**src/rtl/reg_mem_dp.sv**
```systemverilog
// Register memory with one byte-enabled write port, two registered read ports and a
// clear engine that zeroes every location after reset or on request.
module reg_mem_dp #(
   parameter int DATA_WIDTH = 8,
   parameter int ADDR_BITS  = 6,
   parameter int RDW_MODE   = 0
) (
   input  logic                    clk,
   input  logic                    rst_n,
   input  logic                    wr_en,
   input  logic [ADDR_BITS-1:0]    wr_addr,
   input  logic [DATA_WIDTH-1:0]   wr_data,
   input  logic [DATA_WIDTH/8-1:0] wr_be,
   input  logic                    rd_en_a,
   input  logic [ADDR_BITS-1:0]    rd_addr_a,
   input  logic                    rd_en_b,
   input  logic [ADDR_BITS-1:0]    rd_addr_b,
   output logic [DATA_WIDTH-1:0]   rd_data_a,
   output logic [DATA_WIDTH-1:0]   rd_data_b,
   output logic                    rd_valid_a,
   output logic                    rd_valid_b,
   input  logic                    clr_req,
   output logic                    busy,
   output logic                    wr_err
);
   localparam int LANES = DATA_WIDTH / 8;
   localparam int DEPTH = 2 ** ADDR_BITS;
   localparam logic [ADDR_BITS-1:0] LAST_ADDR = '1;

   typedef enum logic {S_CLEAR, S_READY} state_t;

   state_t                r_state;
   state_t                w_state_next;
   logic [ADDR_BITS-1:0]  r_cnt;
   logic [ADDR_BITS-1:0]  w_cnt_next;
   logic                  r_busy;
   logic                  r_wr_err;
   logic [DATA_WIDTH-1:0] r_rd_data_a;
   logic [DATA_WIDTH-1:0] r_rd_data_b;
   logic                  r_rd_valid_a;
   logic                  r_rd_valid_b;
   logic [DATA_WIDTH-1:0] r_mem [DEPTH];

   logic                  w_ready;
   logic                  w_wr_accept;
   logic                  w_wr_refuse;
   logic                  w_hit_a;
   logic                  w_hit_b;
   logic [DATA_WIDTH-1:0] w_old_a;
   logic [DATA_WIDTH-1:0] w_old_b;
   logic [DATA_WIDTH-1:0] w_rd_word_a;
   logic [DATA_WIDTH-1:0] w_rd_word_b;

   assign w_ready     = (r_state == S_READY);
   // A clear request on a READY edge takes priority over a simultaneous write.
   assign w_wr_accept = w_ready && wr_en && !clr_req;
   assign w_wr_refuse = wr_en && (!w_ready || clr_req);

   always_comb begin
      w_state_next = r_state;
      w_cnt_next   = r_cnt;
      case (r_state)
         S_CLEAR: begin
            w_cnt_next = r_cnt + ADDR_BITS'(1);
            if (r_cnt == LAST_ADDR) begin
               w_state_next = S_READY;
            end
         end
         S_READY: begin
            if (clr_req) begin
               w_state_next = S_CLEAR;
               w_cnt_next   = '0;
            end
         end
         default: begin
            w_state_next = S_CLEAR;
            w_cnt_next   = '0;
         end
      endcase
   end

   // Storage has no reset; the clear engine owns initialisation.
   always_ff @(posedge clk) begin
      if (!w_ready) begin
         r_mem[r_cnt] <= '0;
      end else if (w_wr_accept) begin
         for (int i = 0; i < LANES; i++) begin
            if (wr_be[i]) begin
               r_mem[wr_addr][8*i +: 8] <= wr_data[8*i +: 8];
            end
         end
      end
   end

   assign w_old_a = r_mem[rd_addr_a];
   assign w_old_b = r_mem[rd_addr_b];
   assign w_hit_a = (RDW_MODE != 0) && w_wr_accept && (wr_addr == rd_addr_a);
   assign w_hit_b = (RDW_MODE != 0) && w_wr_accept && (wr_addr == rd_addr_b);

   // Bypass merges per lane so only enabled bytes take the incoming data.
   generate
      for (genvar gi = 0; gi < LANES; gi++) begin : g_lane
         assign w_rd_word_a[8*gi +: 8] = (w_hit_a && wr_be[gi]) ? wr_data[8*gi +: 8]
                                                                : w_old_a[8*gi +: 8];
         assign w_rd_word_b[8*gi +: 8] = (w_hit_b && wr_be[gi]) ? wr_data[8*gi +: 8]
                                                                : w_old_b[8*gi +: 8];
      end
   endgenerate

   always_ff @(posedge clk or negedge rst_n) begin
      if (!rst_n) begin
         r_state      <= S_CLEAR;
         r_cnt        <= '0;
         r_busy       <= 1'b1;
         r_wr_err     <= 1'b0;
         r_rd_data_a  <= '0;
         r_rd_data_b  <= '0;
         r_rd_valid_a <= 1'b0;
         r_rd_valid_b <= 1'b0;
      end else begin
         r_state      <= w_state_next;
         r_cnt        <= w_cnt_next;
         r_busy       <= (w_state_next == S_CLEAR);
         r_wr_err     <= w_wr_refuse;
         r_rd_valid_a <= w_ready && rd_en_a;
         r_rd_valid_b <= w_ready && rd_en_b;
         if (w_ready && rd_en_a) begin
            r_rd_data_a <= w_rd_word_a;
         end
         if (w_ready && rd_en_b) begin
            r_rd_data_b <= w_rd_word_b;
         end
      end
   end

   assign rd_data_a  = r_rd_data_a;
   assign rd_data_b  = r_rd_data_b;
   assign rd_valid_a = r_rd_valid_a;
   assign rd_valid_b = r_rd_valid_b;
   assign busy       = r_busy;
   assign wr_err     = r_wr_err;

endmodule

```
**config.mk**
```make
export PLATFORM = sky130hd
export DESIGN_NAME = reg_mem_dp
export DESIGN_NICKNAME = d
export VERILOG_FILES = /design/src/rtl/reg_mem_dp.sv
export SDC_FILE = /design/constraint.sdc
export NUM_CORES = 1
export LEC_CHECK = 0
export CAP_MARGIN = 20
export CORE_MARGIN = 2
export CORE_UTILIZATION = 55
export CTS_CLUSTER_SIZE = 12
export DETAILED_ROUTE_END_ITERATION = 8
export DONT_BUFFER_PORTS = 1
export GPL_ROUTABILITY_DRIVEN = 0
export HOLD_SLACK_MARGIN = 0.08
export MAX_ROUTING_LAYER = met4
export PLACE_DENSITY = 0.76
export SYNTH_ARGS = -nofsm -noshare
export SYNTH_HDL_FRONTEND = slang
export SYNTH_SLANG_ARGS = --single-unit
```
**constraint.sdc**
```tcl
create_clock -name clk -period 2.59 [get_ports clk]
set_clock_uncertainty 0.1 [all_clocks]
set_input_delay 0.518 -clock clk [delete_from_list [all_inputs] [get_ports clk]]
set_output_delay 0.518 -clock clk [all_outputs]
set_load 0.01 [all_outputs]
```
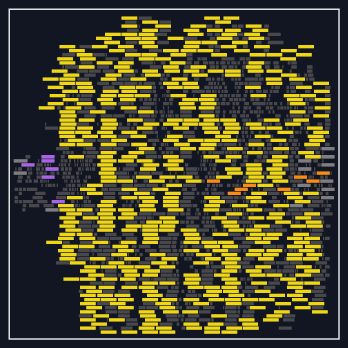
Figure 1: sequential cells grouped by signal name.
Drawn at 1.5 px/µm.
Key: rd_data_a = orange [sequential cells 8, where right middle]; r_mem = yellow [sequential cells 512, where spread over the die]; r_cnt = purple [sequential cells 6, where left middle]
Another 13 sequential cells are not coloured.

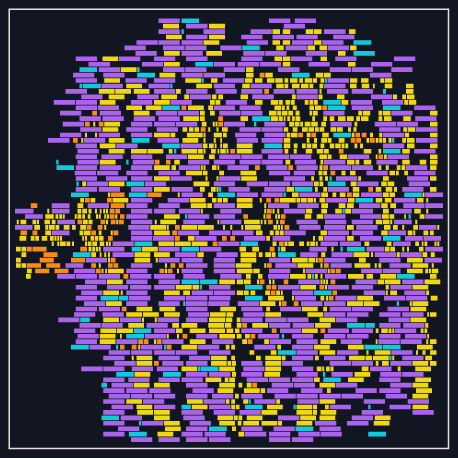
Figure 2: cell classes on the final placement.
Drawn at 2 px/µm.
Key: clock drivers and dummy loads = cyan [cells 100, share of their area 6.2%]; combinational and other logic = yellow [cells 818, share of their area 32%]; sequential cells = purple [cells 539, share of their area 58%]; remaining buffers and delay cells = orange [cells 118, share of their area 3.8%]

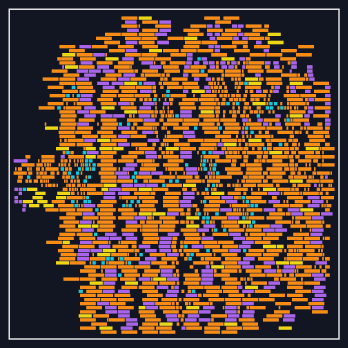
Figure 3: drive-strength map.
Drawn at 1.5 px/µm.
Key: _0 and _1 cells = orange [cells 1112]; _2 cells = purple [cells 283]; _3 and _4 cells = cyan [cells 105]; _6 and larger = yellow [cells 75]
final worst setup slack: 0.169 ns
final design area excluding fillers: 28200 µm²

==> ci_impl_report.md <==
### Yosys + OpenROAD results

| Metric | Value |
|---|---|
| Top cell family by delay on the critical path | `simple AND/OR/NAND/NOR gates` |
| Fin. Hold Viols | `0` |
| Leak Pwr | `about 9.9 nW` |
| Int Pwr | `15.6 mW` |
| Sw Ratio | `around a quarter` |
| Setup TNS | `0 ns` |
| Number of enable flip-flop cells | `~500` |
| Top power group | `sequential cells` |
| Row count | `78` |
| Comb/total area | `30.7%` |
| Die W | `~220 µm` |
| Slew HR | `~45%` |
| Outcome | `finished, final reports clean` |
| Period utilisation layout | `93.5%` |
| Number of fill cells | `3174` |
| Combinational fraction of design power | `a little over an eighth` |
| Num Clock Sinks | `539` |
| Pwr Density | `737 nW/µm²` |
| Mean Syn Cell Area | `17.4 µm²` |
| Synth cell types | `roughly 53` |
| Largest net degree at the start of global routing | `~150` |
| CTS tree | `yes` |
| Routed len/inst | `between 30 and 40 µm` |
| Met1 Use GR | `between 40% and 50%` |
| HP Class | `input pin to flip-flop` |
| Setup violations, final | `0` |
| Skew-Pair Late Insertion Delay | `0.61 ns` |
| Met2 wire len | `31600 µm` |
| Worst-margin pin slew | `around 0.83 ns` |
| Vias | `15300` |
| H-Tree Depth | `2` |
| Clock power share | `a little over a third` |
| Die ar. | `roughly 48000 µm²` |
| Max-cap violations | `0` |
| Max-slew violation count | `0` |
| WL final | `roughly 68000 µm` |
| ClkCell Share | `approximately 6.0%` |
| Startpoint types | `flip-flop` |
| Mux frac, synth | `between 20% and 30%` |
| # port buffers | `0` |
| Pre-antenna DRT Iters | `5` |
| Sequential share of power | `about half` |
No activity file was given, so power comes from the tool's default toggle rates.
